$ cat src/rtl/cdb_pkg.sv
// cdb_pkg: shared CDB entry type and default sizes for the arbiter, bus interface and result buffers
package cdb_pkg;
    localparam int CDB_WIDTH = 31;
    localparam int CDB_ROB = 2;
    localparam int CDB_DEPTH = 4;
    typedef struct packed {
        logic [CDB_WIDTH:0] result;
        logic [CDB_ROB:0] rob;
    } cdb_entry_t;
endpackage

$ cat src/rtl/cdb_result_buffer.sv
// cdb_result_buffer: in-order result queue between an execution unit and the CDB arbiter
module cdb_result_buffer
    import cdb_pkg::*;
#(
    parameter int WIDTH = CDB_WIDTH,
    parameter int ROB = CDB_ROB,
    parameter int DEPTH = CDB_DEPTH,
    parameter int PTR = $clog2(DEPTH) - 1
) (
    input  logic           clk,
    input  logic           clear,
    input  logic           flush,
    input  logic           fuValid,
    input  logic [WIDTH:0] fuResult,
    input  logic [ROB:0]   fuRob,
    output logic           fuReady,
    output logic           cdbRequest,
    output logic [WIDTH:0] cdbResult,
    output logic [ROB:0]   cdbRob,
    input  logic           cdbGrant,
    output logic [PTR+1:0] occupancy
);
    logic [WIDTH:0] res_mem [DEPTH];
    logic [ROB:0] rob_mem [DEPTH];
    logic [PTR:0] wr_ptr, rd_ptr;
    logic [PTR+1:0] count;
    logic push, pop;
    assign cdbRequest = count != '0;
    assign fuReady = count < (PTR+2)'(DEPTH);
    assign occupancy = count;
    assign push = fuValid && fuReady;
    assign pop = cdbRequest && cdbGrant;
    assign cdbResult = cdbRequest ? res_mem[rd_ptr] : '0;
    assign cdbRob = cdbRequest ? rob_mem[rd_ptr] : '0;
    always_ff @(posedge clk) begin
        if (clear || flush) begin
            wr_ptr <= '0;
            rd_ptr <= '0;
            count <= '0;
        end else begin
            if (push) wr_ptr <= wr_ptr + 1'b1;
            if (pop) rd_ptr <= rd_ptr + 1'b1;
            count <= count + (PTR+2)'(push) - (PTR+2)'(pop);
        end
    end
    // storage needs no reset; emptiness is tracked by count alone
    always_ff @(posedge clk) begin
        if (push && !clear && !flush) begin
            res_mem[wr_ptr] <= fuResult;
            rob_mem[wr_ptr] <= fuRob;
        end
    end
endmodule
$ cat config.mk
export PLATFORM = sky130hd
export DESIGN_NAME = cdb_result_buffer
export DESIGN_NICKNAME = d
export VERILOG_FILES = /design/src/rtl/cdb_pkg.sv /design/src/rtl/cdb_result_buffer.sv
export SDC_FILE = /design/constraint.sdc
export NUM_CORES = 1
export LEC_CHECK = 0
export CAP_MARGIN = 0
export CORE_MARGIN = 1
export CORE_UTILIZATION = 30
export DETAILED_ROUTE_END_ITERATION = 6
export PLACE_DENSITY = 0.61
export SKIP_CTS_REPAIR_TIMING = 1
export SYNTH_ARGS = -nofsm -noshare
export SYNTH_HDL_FRONTEND = slang
export SYNTH_SLANG_ARGS = --single-unit
$ cat constraint.sdc
create_clock -name clk -period 2.02 [get_ports clk]
set_input_delay 0.404 -clock clk [delete_from_list [all_inputs] [get_ports clk]]
set_output_delay 0.404 -clock clk [all_outputs]
set_load 0.02 [all_outputs]
Run 1, metal 1:
The bar under the picture is 50 µm long. Supply wires on this layer in gray.
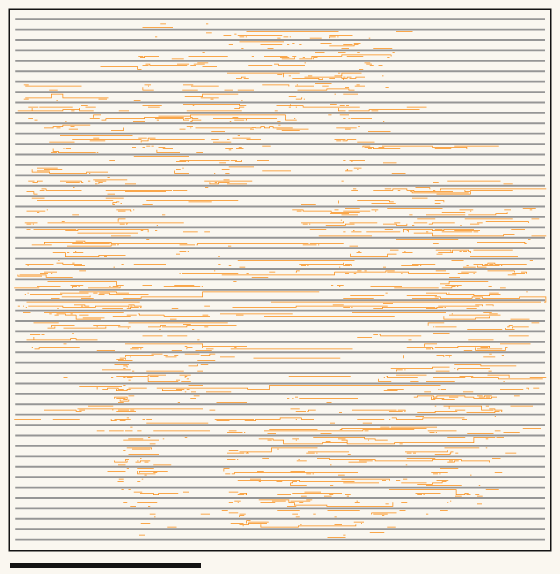
share of all routed wire: 43%
main direction: horizontal
nets with wire on the layer: 392

Run 1, met2 routing:
The bar under the picture is 50 µm long.
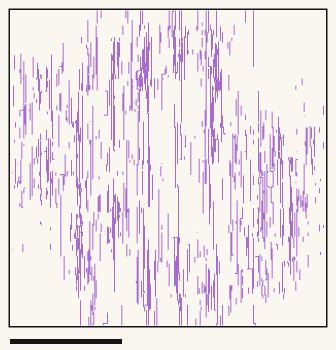
longest straight run: 49.9 µm
nets with wire on the layer: 396
main direction: vertical
DR vias: 2,906
Global Route met2 Usage: 0.207
WL final: 11,600 µm

Run 1, M3 wires:
Cells faint in the background.
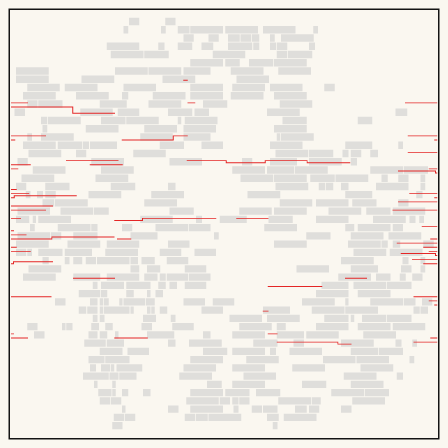
main direction: horizontal
nets with wire on the layer: 48

run 1: worst min-delay path, delay by kind of cell, from the launching register on:
family / cells / cell delay [ns]
AOI/OAI and AO/OA: 1 / 0.06
and+or+nand+nor: 1 / 0.07
DFF: 1 / 0.32
run 1: cell usage after synthesis (all sizes together):
cell type	instances	area, µm²
edfxtp	140	4200
nor2b	37	246
mux4	35	788
dfxtp	9	180
buf	8	93.8
inv	8	30.0
ha	6	75.1
clkbuf	5	20.0
and3	4	25.0
nor2	4	15.0
o21ai	3	15.0
xnor2	3	26.3
and2	2	12.5
nand2	2	7.51
a21oi	1	5.00
fa	1	20.0
mux2i	1	10.0
nor3	1	10.0
or2	1	6.26
or3	1	6.26
or4b	1	10.0
run 1: worst paths after layout:
check                           slack [ns]  cells past startpoint       endpoint    startpoint
worst min-delay path                  0.49                      2           flop     rd_ptr[0]
worst max register to register       -0.12                     10   occupancy[2]  occupancy[1]
worst max-delay path                 -0.29                      4  cdbResult[18]          flop
worst min register to register        0.49                      2           flop     rd_ptr[0]
run 1: power groups by stage:
stage	clock network, W	logic [W]	registers (W)
5_1_grt	0.00347	0.000752	0.00344
6_report	0.00326	0.000701	0.00344
3_3_place_gp	0	0.000690	0.00350
3_5_place_dp	0	0.000695	0.00351
2_1_floorplan	0	0.000334	0.00350
4_1_cts	0.00335	0.000698	0.00344
run 1: cell families after synthesis:
logic type	count (synthesis)	synth area share
multiplexers	36	0.137
AND-OR/OR-AND	4	0.00345
AND/OR/NAND/NOR	53	0.0584
buffers and inverters	21	0.0248
flip-flops	149	0.755
XOR/XNOR	3	0.00453
adder cells (fa/ha/maj)	7	0.0164
run 1: through the flow:
step / TNS, ns / utilization
6_report: -9.12 / 0.415
5_1_grt: -12.03 / 0.415
4_1_cts: -24.20 / 0.413
3_5_place_dp: -7.90 / 0.381
3_3_place_gp: -7.74 / 0.381
2_1_floorplan: -0.0313 / -
run 1: flip-flops by register name (all words and copies together), names as in the netlist, named ones only:
register,count
wr_ptr,2
res_mem,128
rob_mem,12
occupancy,3
rd_ptr,2
run 1: final cells by class:
class | count | area [µm²] | share of cell area
clock inverters | 13 | 179 | 0.0229
clock buffers | 19 | 433 | 0.0554
inverters | 8 | 30.0 | 0.00384
repair buffers | 106 | 1090 | 0.140
multi-input cells | 103 | 1360 | 0.173
flip-flops and latches | 149 | 4400 | 0.563
well taps | 260 | 325 | 0.0416
run 1: per-layer routing:
metal / vias to the layer above / track usage
met1: 1516 / 0.148
met2: 69 / 0.207
met4: 0 / 0.0549
li1: 1309 / -
met5: - / 0
met3: 12 / 0.0448
==> flow_metrics.py, run 1 <==
# Auto-generated metrics
metrics = {
    "clock_tree": {
        "clockBufferDepth": 2,
        "clkTransAtPathRegs_ns": 0.06,
        "cts.sinks": 149,
        "cts_max_level": 4,
    },
    "outcome": {
        "outcome": "finished, violations left",
        "violations": "negative setup slack",
    },
    "setup_path": {
        "crit_path_max_fanout": 7,
        "critPathSlowestCell": "dfxtp_4",
        "crit_buf_inv": 2,
    },
    "global_route": {
        "grt_pass1_wl_um": 17800,
        "grt_pass1_vias": 3185,
    },
    "layout": {
        "area_delta_synth_final_pct": 34.6,
        "mostFrequentLayoutCell": "edfxtp_1",
    },
    "final_timing": {
        "finalSetupViolCount": 36,
        "rsz0062_at_grt": "true",
        "fin_crit_sh": 1.14,
        "setup_slack_ns": -0.293,
    },
    "power_and_ir_drop": {
        "internal_power_w": 0.00582,
        "p_seq_frac": 0.465,
        "p_per_area_mw_per_mm2": 947,
        "pwr-share-clk": 0.441,
        "peakVddDrop_mv": 0.587,
    },
    "place": {
        "routabilityCongestion": 0.684,
    },
    "synthesis": {
        "ys_warn_count": 0,
    },
    "flow_run": {
        "warnings": 31,
    },
}
==> run 1 -> run 2 <==
Settings changed: PLACE_DENSITY 0.61 to 0.54, TNS_END_PERCENT set to 20.
Run 2, M3 wires:
Cells faint in the background.
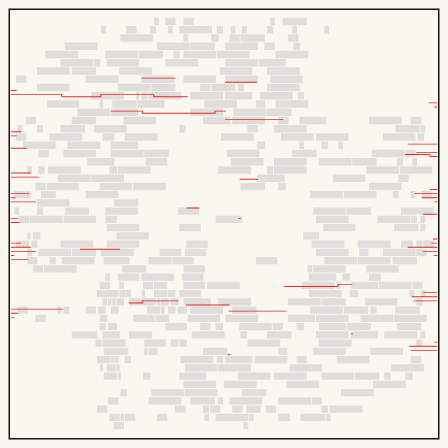
longest straight run: 23.9 µm
main direction: horizontal
wire length on this layer: 427 µm
met3 GRT Util: 0.0367
DR vias: 2,833
WL final: 11,600 µm

==> run 2 against run 1 <==
  * Sequential share of layout area grew 1.1 points
  * Core utilization down 0.82 points
  * Synthesized cell count unchanged
  * Global-route usage hardly changed
  * Sequential cell count unchanged
  * The run still ends with negative setup slack left
  * Area after synthesis did not move
  * Design area down 2.0%
  * Combinational power is 7.8% lower
==> flow_metrics.py, run 2 <==
# Auto-generated metrics
metrics = {
    "final_timing": {
        "rsz0062_at_grt": "true",
        "fin_crit_sh": 1.14,
        "finalSetupViolCount": 36,
        "setup_slack_ns": -0.282,
    },
    "synthesis": {
        "top_cells_by_count": "edfxtp_1, mux4_2, nor2b_1",
        "async_flop_share": 0,
        "yosys.area.top_type": "edfxtp_1",
        "top_area_frac": 0.724,
        "topCombFamilyByArea": "multiplexers",
        "ys_warn_count": 0,
        "synth.cellmix.compoundShare": 0.00345,
        "edf_count": 140,
        "top_cells_by_area": "edfxtp_1, mux4_2, nor2b_1",
        "ys_sh_mux": 0.137,
    },
    "clock_tree": {
        "clockBufferDepth": 2,
        "cts.sinks": 149,
        "cts_max_level": 4,
    },
    "layout": {
        "largest_register": "res_mem",
        "area_delta_synth_final_pct": 31.9,
        "mostFrequentLayoutCell": "edfxtp_1",
        "largest_reg_flops": 128,
    },
    "power_and_ir_drop": {
        "internal_power_w": 0.00554,
        "pwr-share-clk": 0.424,
        "p_per_area_mw_per_mm2": 926,
        "p_seq_frac": 0.485,
        "peakVddDrop_mv": 0.558,
    },
    "outcome": {
        "outcome": "finished, violations left",
        "violations": "negative setup slack",
    },
    "setup_path": {
        "r2r-end": "occupancy[2]",
        "crit_path_max_fanout": 7,
        "worstReg2RegStart": "occupancy[0]",
        "r2r_setup_slack_ns": -0.07,
    },
    "flow_run": {
        "warnings": 31,
    },
}
-- run 2: layout make-up --
class                   count  area, µm²  area share
flip-flops and latches    149       4400       0.574
clock buffers              20        437      0.0570
inverters                   8       30.0     0.00392
repair buffers            103       1040       0.136
multi-input cells         103       1300       0.170
well taps                 260        325      0.0425
clock inverters            12        133      0.0173
-- run 2: cells by family after synthesis --
kind of cell / after synthesis
flip-flops: 149
AND/OR/NAND/NOR: 53
multiplexers: 36
buffers and inverters: 21
adder cells (fa/ha/maj): 7
AND-OR/OR-AND: 4
XOR/XNOR: 3
-- run 2: per-stage QoR --
step	cell area (µm²)	power, W	TNS, ns	util	cells
2_1_floorplan	5830	0.00384	-5.22	-	273
3_3_place_gp	7150	0.00419	-6.53	0.380	621
3_5_place_dp	7150	0.00420	-6.92	0.380	621
4_1_cts	7720	0.00723	-23.09	0.410	653
5_1_grt	7660	0.00736	-11.91	0.407	655
6_report	7660	0.00709	-8.90	0.407	655
-- run 2: worst max-delay path by stage --
stage | from | end | slack, ns | depth (start not counted)
2_1_floorplan | fuValid | res_mem[1][0] | -0.05 | 3
3_3_place_gp | fuValid | occupancy[2] | -0.34 | 10
3_5_place_dp | fuValid | occupancy[2] | -0.44 | 10
4_1_cts | flop | cdbResult[5] | -0.70 | 4
5_1_grt | flop | cdbResult[16] | -0.37 | 4
6_report | flop | cdbResult[1] | -0.28 | 4
-- run 2: power by group through the flow --
stage | clock network [W] | logic (W) | registers (W)
3_3_place_gp | 0 | 0.000687 | 0.00350
6_report | 0.00301 | 0.000646 | 0.00344
3_5_place_dp | 0 | 0.000696 | 0.00350
4_1_cts | 0.00309 | 0.000700 | 0.00344
5_1_grt | 0.00322 | 0.000698 | 0.00344
2_1_floorplan | 0 | 0.000334 | 0.00350
-- run 2: worst max-delay path, stage by stage, from the launching register on --
cell and delay, ns:
dfxtp_4 0.48, buf_6 0.17, mux4_2 0.53, nor2b_1 0.15, buf_4 0.15
-- run 2: per-layer routing --
metal / wire, µm / track usage / vias to the layer above
li1: - / - / 1299
met1: 5010 / 0.150 / 1459
met5: 0 / 0 / -
met4: 140 / 0.0481 / 0
met3: 426 / 0.0367 / 13
met2: 6000 / 0.214 / 62
Power figures rest on the tool's default switching activity, not on a simulated workload.
